## config.mk

```make
export PLATFORM = sky130hd
export DESIGN_NAME = spi_reg_bank
export DESIGN_NICKNAME = d
export VERILOG_FILES = /design/src/rtl/spi_reg_bank.sv
export SDC_FILE = /design/constraint.sdc
export NUM_CORES = 1
export LEC_CHECK = 0
export CORE_MARGIN = 3
export CORE_UTILIZATION = 52
export CTS_CLUSTER_SIZE = 25
export DETAILED_ROUTE_END_ITERATION = 8
export GPL_TIMING_DRIVEN = 1
export PLACE_DENSITY = 0.79
export SYNTH_ARGS = -nofsm -noshare
export SYNTH_HDL_FRONTEND = slang
export SYNTH_SLANG_ARGS = --single-unit
```

## constraint.sdc

```tcl
create_clock -name clk -period 2.8 [get_ports clk]
set_input_delay 0.28 -clock clk [delete_from_list [all_inputs] [get_ports clk]]
set_output_delay 0.28 -clock clk [all_outputs]
set_load 0.1 [all_outputs]
```

## src/rtl/spi_reg_bank.sv

```systemverilog
`default_nettype none
// ============================================================================
// Module      : spi_reg_bank
// Description : SPI mode-0 register bank. SCLK/COPI/nCS are oversampled in the
//               clk domain. Each frame carries an R/W bit (1 = write), an
//               address and a data field, sent MSB first. A write commits
//               atomically at frame end. An optional read path returns
//               register contents on CIPO; it is compiled only when the
//               macro SPI_REG_READBACK_EN is defined.
// Revision    : 1.0 - initial release
// ============================================================================
module spi_reg_bank #(
    parameter int                ADDR_W    = 7,
    parameter int                DATA_W    = 8,
    parameter int                NUM_REGS  = 5,
    parameter logic [DATA_W-1:0] RESET_VAL = '0
) (
    input  logic                         clk,
    input  logic                         rst,
    input  logic                         sclk,
    input  logic                         copi,
    input  logic                         ncs,
    output logic                         cipo,
    output logic                         cipo_oe,
    output logic [NUM_REGS*DATA_W-1:0]   regs_out,
    output logic                         wr_strobe,
    output logic [ADDR_W-1:0]            wr_addr,
    output logic                         frame_err
);

    localparam int c_frame_len = 1 + ADDR_W + DATA_W;
    localparam int c_cnt_w     = $clog2(c_frame_len + 2);

    localparam logic [c_cnt_w-1:0] c_cnt_full = c_cnt_w'(c_frame_len);
    localparam logic [c_cnt_w-1:0] c_cnt_sat  = c_cnt_w'(c_frame_len + 1);
    localparam logic [ADDR_W:0]    c_num_regs = (ADDR_W + 1)'(NUM_REGS);

    localparam logic [1:0] c_st_idle   = 2'd0;
    localparam logic [1:0] c_st_shift  = 2'd1;
    localparam logic [1:0] c_st_commit = 2'd2;

    // [0] first sync stage, [1] synchronised value, [2] history for edge detect
    logic [2:0] r_sclk_pipe;
    logic [2:0] r_ncs_pipe;
    // copi is only ever sampled as a level, so it needs no history stage
    logic [1:0] r_copi_pipe;

    logic [1:0]               r_state;
    logic [1:0]               w_state_nxt;
    logic [c_cnt_w-1:0]       r_cnt;
    logic [c_frame_len-1:0]   r_shift;
    logic                     r_ncs_fall_pend;
    logic [DATA_W-1:0]        r_regs [NUM_REGS];

    logic w_sclk_rise;
    logic w_sclk_fall;
    logic w_ncs_rise;
    logic w_ncs_fall;
    logic w_copi;
    logic w_frame_start;
    logic w_bit_take;
    logic w_bit_give;
    logic w_commit;

    logic              w_rw;
    logic [ADDR_W-1:0] w_addr;
    logic [DATA_W-1:0] w_data;
    logic              w_addr_ok;
    logic              w_wr_en;

    // Synchronise the asynchronous pins; ncs idles high so reset it high
    always_ff @(posedge clk) begin
        if (rst) begin
            r_sclk_pipe <= 3'b000;
            r_ncs_pipe  <= 3'b111;
            r_copi_pipe <= 2'b00;
        end else begin
            r_sclk_pipe <= {r_sclk_pipe[1:0], sclk};
            r_ncs_pipe  <= {r_ncs_pipe[1:0], ncs};
            r_copi_pipe <= {r_copi_pipe[0], copi};
        end
    end

    assign w_sclk_rise =  r_sclk_pipe[1] & ~r_sclk_pipe[2];
    assign w_sclk_fall = ~r_sclk_pipe[1] &  r_sclk_pipe[2];
    assign w_ncs_rise  =  r_ncs_pipe[1]  & ~r_ncs_pipe[2];
    assign w_ncs_fall  = ~r_ncs_pipe[1]  &  r_ncs_pipe[2];
    assign w_copi      =  r_copi_pipe[1];

    // Remember an ncs fall seen during COMMIT so the next frame still starts
    always_ff @(posedge clk) begin
        if (rst) begin
            r_ncs_fall_pend <= 1'b0;
        end else begin
            r_ncs_fall_pend <= (r_state == c_st_commit) && w_ncs_fall;
        end
    end

    // State register
    always_ff @(posedge clk) begin
        if (rst) begin
            r_state <= c_st_idle;
        end else begin
            r_state <= w_state_nxt;
        end
    end

    // Next-state logic
    always_comb begin
        w_state_nxt = r_state;
        case (r_state)
            c_st_idle:   if (w_ncs_fall || r_ncs_fall_pend) w_state_nxt = c_st_shift;
            c_st_shift:  if (w_ncs_rise) w_state_nxt = c_st_commit;
            c_st_commit: w_state_nxt = c_st_idle;
            default:     w_state_nxt = c_st_idle;
        endcase
    end

    // State-decoded controls; an ncs edge masks a coincident sclk edge
    always_comb begin
        w_frame_start = (r_state == c_st_idle) && (w_ncs_fall || r_ncs_fall_pend);
        w_bit_take    = (r_state == c_st_shift) && w_sclk_rise && !w_ncs_rise;
        w_bit_give    = (r_state == c_st_shift) && w_sclk_fall && !w_ncs_rise;
        w_commit      = (r_state == c_st_commit);
    end

    // Input shift register and saturating bit counter
    always_ff @(posedge clk) begin
        if (rst) begin
            r_cnt   <= '0;
            r_shift <= '0;
        end else if (w_frame_start) begin
            r_cnt   <= '0;
            r_shift <= '0;
        end else if (w_bit_take) begin
            r_shift <= {r_shift[c_frame_len-2:0], w_copi};
            if (r_cnt != c_cnt_sat) begin
                r_cnt <= r_cnt + c_cnt_w'(1);
            end
        end
    end

    assign w_rw      = r_shift[c_frame_len-1];
    assign w_addr    = r_shift[DATA_W +: ADDR_W];
    assign w_data    = r_shift[DATA_W-1:0];
    assign w_addr_ok = ({1'b0, w_addr} < c_num_regs);
    assign w_wr_en   = w_commit && (r_cnt == c_cnt_full) && w_rw && w_addr_ok;

    // Commit status pulses and the held address of the last write
    always_ff @(posedge clk) begin
        if (rst) begin
            wr_strobe <= 1'b0;
            wr_addr   <= '0;
            frame_err <= 1'b0;
        end else begin
            wr_strobe <= w_wr_en;
            frame_err <= w_commit && (r_cnt != c_cnt_full);
            if (w_wr_en) begin
                wr_addr <= w_addr;
            end
        end
    end

    for (genvar k = 0; k < NUM_REGS; k++) begin : g_regs
        // Register k takes the frame data when a valid write addresses it
        always_ff @(posedge clk) begin
            if (rst) begin
                r_regs[k] <= RESET_VAL;
            end else if (w_wr_en && (w_addr == ADDR_W'(k))) begin
                r_regs[k] <= w_data;
            end
        end
        assign regs_out[k*DATA_W +: DATA_W] = r_regs[k];
    end

`ifdef SPI_REG_READBACK_EN
    localparam logic [c_cnt_w-1:0] c_cnt_last_addr   = c_cnt_w'(ADDR_W);
    localparam logic [c_cnt_w-1:0] c_cnt_first_shift = c_cnt_w'(ADDR_W + 2);

    logic [ADDR_W:0]   w_hdr;
    logic [ADDR_W-1:0] w_rd_addr;
    logic [DATA_W-1:0] w_rd_data;
    logic [DATA_W-1:0] r_tx;
    logic              r_rd_active;

    // R/W bit and address as they stand once the last address bit arrives
    assign w_hdr     = {r_shift[ADDR_W-1:0], w_copi};
    assign w_rd_addr = w_hdr[ADDR_W-1:0];

    // Read mux; out-of-range addresses return zero
    always_comb begin
        w_rd_data = '0;
        for (int k = 0; k < NUM_REGS; k++) begin
            if (w_rd_addr == ADDR_W'(k)) w_rd_data = r_regs[k];
        end
    end

    // Output shifter: loaded on the last address bit; the fall right after
    // the load is skipped so the MSB is still present at the next rise
    always_ff @(posedge clk) begin
        if (rst) begin
            r_tx        <= '0;
            r_rd_active <= 1'b0;
        end else if (r_state != c_st_shift) begin
            r_tx        <= '0;
            r_rd_active <= 1'b0;
        end else if (w_bit_take && (r_cnt == c_cnt_last_addr)) begin
            r_tx        <= w_rd_data;
            r_rd_active <= ~w_hdr[ADDR_W];
        end else if (w_bit_give && (r_cnt >= c_cnt_first_shift)) begin
            r_tx <= {r_tx[DATA_W-2:0], 1'b0};
        end
    end

    assign cipo    = r_rd_active & r_tx[DATA_W-1];
    assign cipo_oe = ~r_ncs_pipe[1];
`else
    assign cipo    = 1'b0;
    assign cipo_oe = 1'b0;
`endif

endmodule
`default_nettype wire
```

### Cells colored by class

Fill, decap, tap and diode cells in gray.
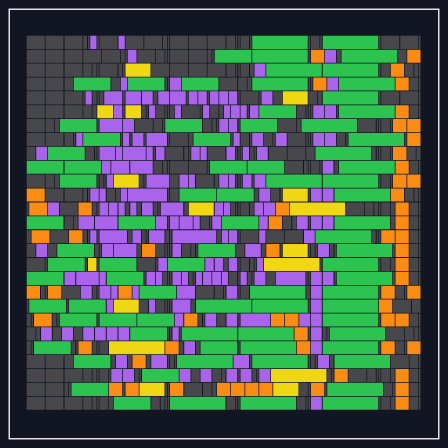
| color | class | cells |
|---|---|---|
| orange | remaining buffers and delay cells | 61 |
| purple | remaining logic cells | 170 |
| yellow | clock drivers and dummy loads | 16 |
| green | registers | 81 |

### Metal 2

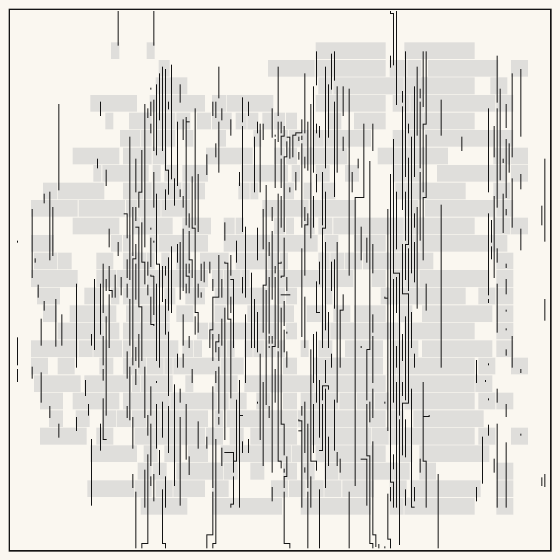
wire length on this layer: 3020 um
main direction: vertical
longest straight run: 47.8 um
nets with wire on the layer: 274
share of all routed wire: 50%

### Placement view

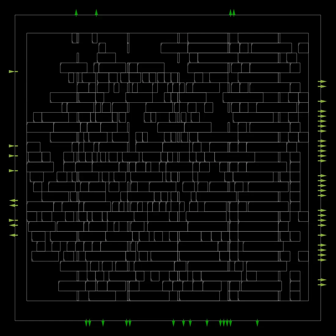
Flop Count: 81
final core occ: 0.6898
row cnt: 27
Non-Filler Instances: 400
Filler Cell Count: 421

### Signal wires on met3

Scale bar: 20 um.
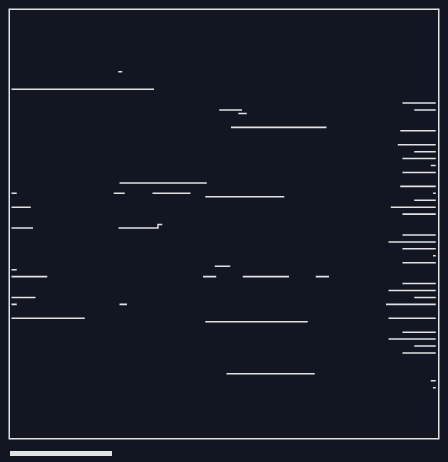
nets with wire on the layer: 49
longest straight run: 27.6 um
final WL: 5991 um
number of vias after detailed routing: 2061
M3 GR Usage: 0.05627

### Wires at chosen ports, followed through buffers

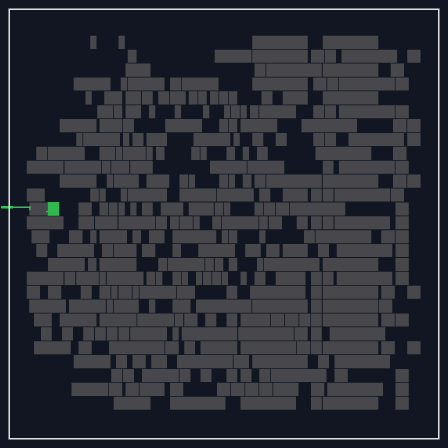
| color | port | direction | edge | end cells | buffers | wire |
|---|---|---|---|---|---|---|
| green | copi | input | left | 1 | 1 | 4.40 um |

==> results.ini <==
[outcome]
outcome=completed

[global_route]
first_global_vias=1927
grt_usage=0.1794
antenna_found_initial=0
grt_remaining_overflow=0
grt_start_max_net_pins=23
busiest_layer=met2
grtUsageMet2=0.2871

[synth]
flop_cell=dfxtp_1
synth_top_area_share=0.3811
ys_async_sr_fraction=0
edf_count=40
simple_gate_share=0.2469
ys_chip_area_mm2=0.003152
synth.avg_cell_area_um2=11.94
ys_sh_mux=0.009528
xor_share=0.008337
numSynthFlops=81
ys_warn_count=0
top_area_cell=edfxtp_1
synth_seq_share=0.6415
ys_cells=264
top_logic_kind=simple AND/OR/NAND/NOR gates
syn-cell-area_mm2=0.003152
netlist_instances=264
synthAoiAreaFrac=0.05002
synth_top_cell_by_count=and2_1
fa_ha_area_frac=0.01191
top_cells_by_area=edfxtp_1 38%, dfxtp_1 26%, and2_1 8.5%

[final_layout]
logic_area_mm2=0.001042
sh_comb_area=0.2662
nNonClkInverters=7
comb.multi_input.count=163
flop_area_mm2=0.002022
lay_top_cells=57 x buf_4, 43 x and2_1, 41 x dfxtp_1
mostFrequentLayoutCell=buf_4
largest_reg_flops=40
largest-register=r_regs
drive_gt1_frac=0.2744
signal_buffers=61
reg_top3=r_regs: 40 flops, r_shift: 16 flops, wr_addr: 7 flops
syn2layout_area_growth_pct=24.22
clk_share=0.06807
antennaDiodeCount=0
largest_cell_class=flip-flops and latches
final.clkbuf_count=9
buf_share=0.1195
seq_share=0.5165
num-nets-final=331
fin_area_mm2=0.003915

[placement]
place_inst=384
hpwl_um=4077
place.gp.congestion=0.7983
port_buffers=53
place_area_mm2=0.003649
place_ws_ns=0.7246

[clock_network]
cts_setup_buffers=0
hold_buffers=0
cts.path.max_buffers=2
clockRootBuffer=clkbuf_8
clk_latency_ns=0.35
cts_max_level=3
numCtsBuffers=9
cts_tree=yes
cts.sinks=81
cts_resized=0

[drt]
firstDrtPassIters=4
top_layer=met4
viasPerCell=5.153
drt-met1-wl_um=2553
routedWlPerCell_um=14.98
wl_met3_um=348
wl_met2_um=3023
drtIter0Drc=134
post-route-drc-count=0
ant_nets=0

[critical_path]
path_class=reg -> reg
reg2regPathDepth=6
endpoint=r_regs[2][2]$_SDFFCE_PN0P_
rr_startpoint=r_cnt[0]$_SDFFE_PP0P_
crit_arrival_ns=2.14
regToRegEndpoint=r_regs[2][2]$_SDFFCE_PN0P_
cp_cell_sequence=inv_1, ha_1, and4bb_2, nand4_2, o41ai_1, buf_4
cpPeakStageDelay_ns=0.41
cpLargestDelayFamily=simple AND/OR/NAND/NOR gates
startpoint=r_cnt[0]$_SDFFE_PP0P_
end_kind=flip-flop
cp.required_ns=2.86
start_kind=flip-flop
reg2reg_slack_ns=0.71
critPathBufInv=2
cp_slowest_cell=o41ai_1
cp.depth=6
cp_max_fo=12

[sta]
worst_slew_pin_slew_ns=0.5726
setup_viol=0
maxSlewHeadroom=0.6160
final-max-slew-violation-count=0
min_period_over_period=0.7456
clock.fmax_mhz=479.0
finClkSkew_ns=0.006420
tns_ns=0
grt_setup_unrepaired=false
timing.final.crit_period_ns=2.088
hold_viol=0
hold_ws_ns=0.4139
finalWorstSetupSlack_ns=0.7124

[pwr]
pwr-share-seq=0.472
pg_comb_mw=0.333
power_frac_comb=0.122
p_leak_nw=1.477
pg_seq_mw=1.29
power_leader=registers
p_total_mw=2.725
intPower_mw=2.013
switching_share=0.2612
power.density_mw_per_mm2=695.9
pwr-share-clk=0.406
p_clk_mw=1.11
p_sw_mw=0.7116

[floorplan]
chip_area_mm2=0.007032
die_width_um=83.86
ios=56
core_mm2=0.005675
floorplan.core_util=0.5553
fp.dieH_um=83.86

[min_path]
hold_path.class=reg -> reg
min_to=r_ncs_pipe[1]$_SDFF_PP1_
whs_path_depth=1
min_from=r_ncs_pipe[0]$_SDFF_PP1_

[job]
cap_violations=0

Power figures rest on the tool's default switching activity, not on a simulated workload.
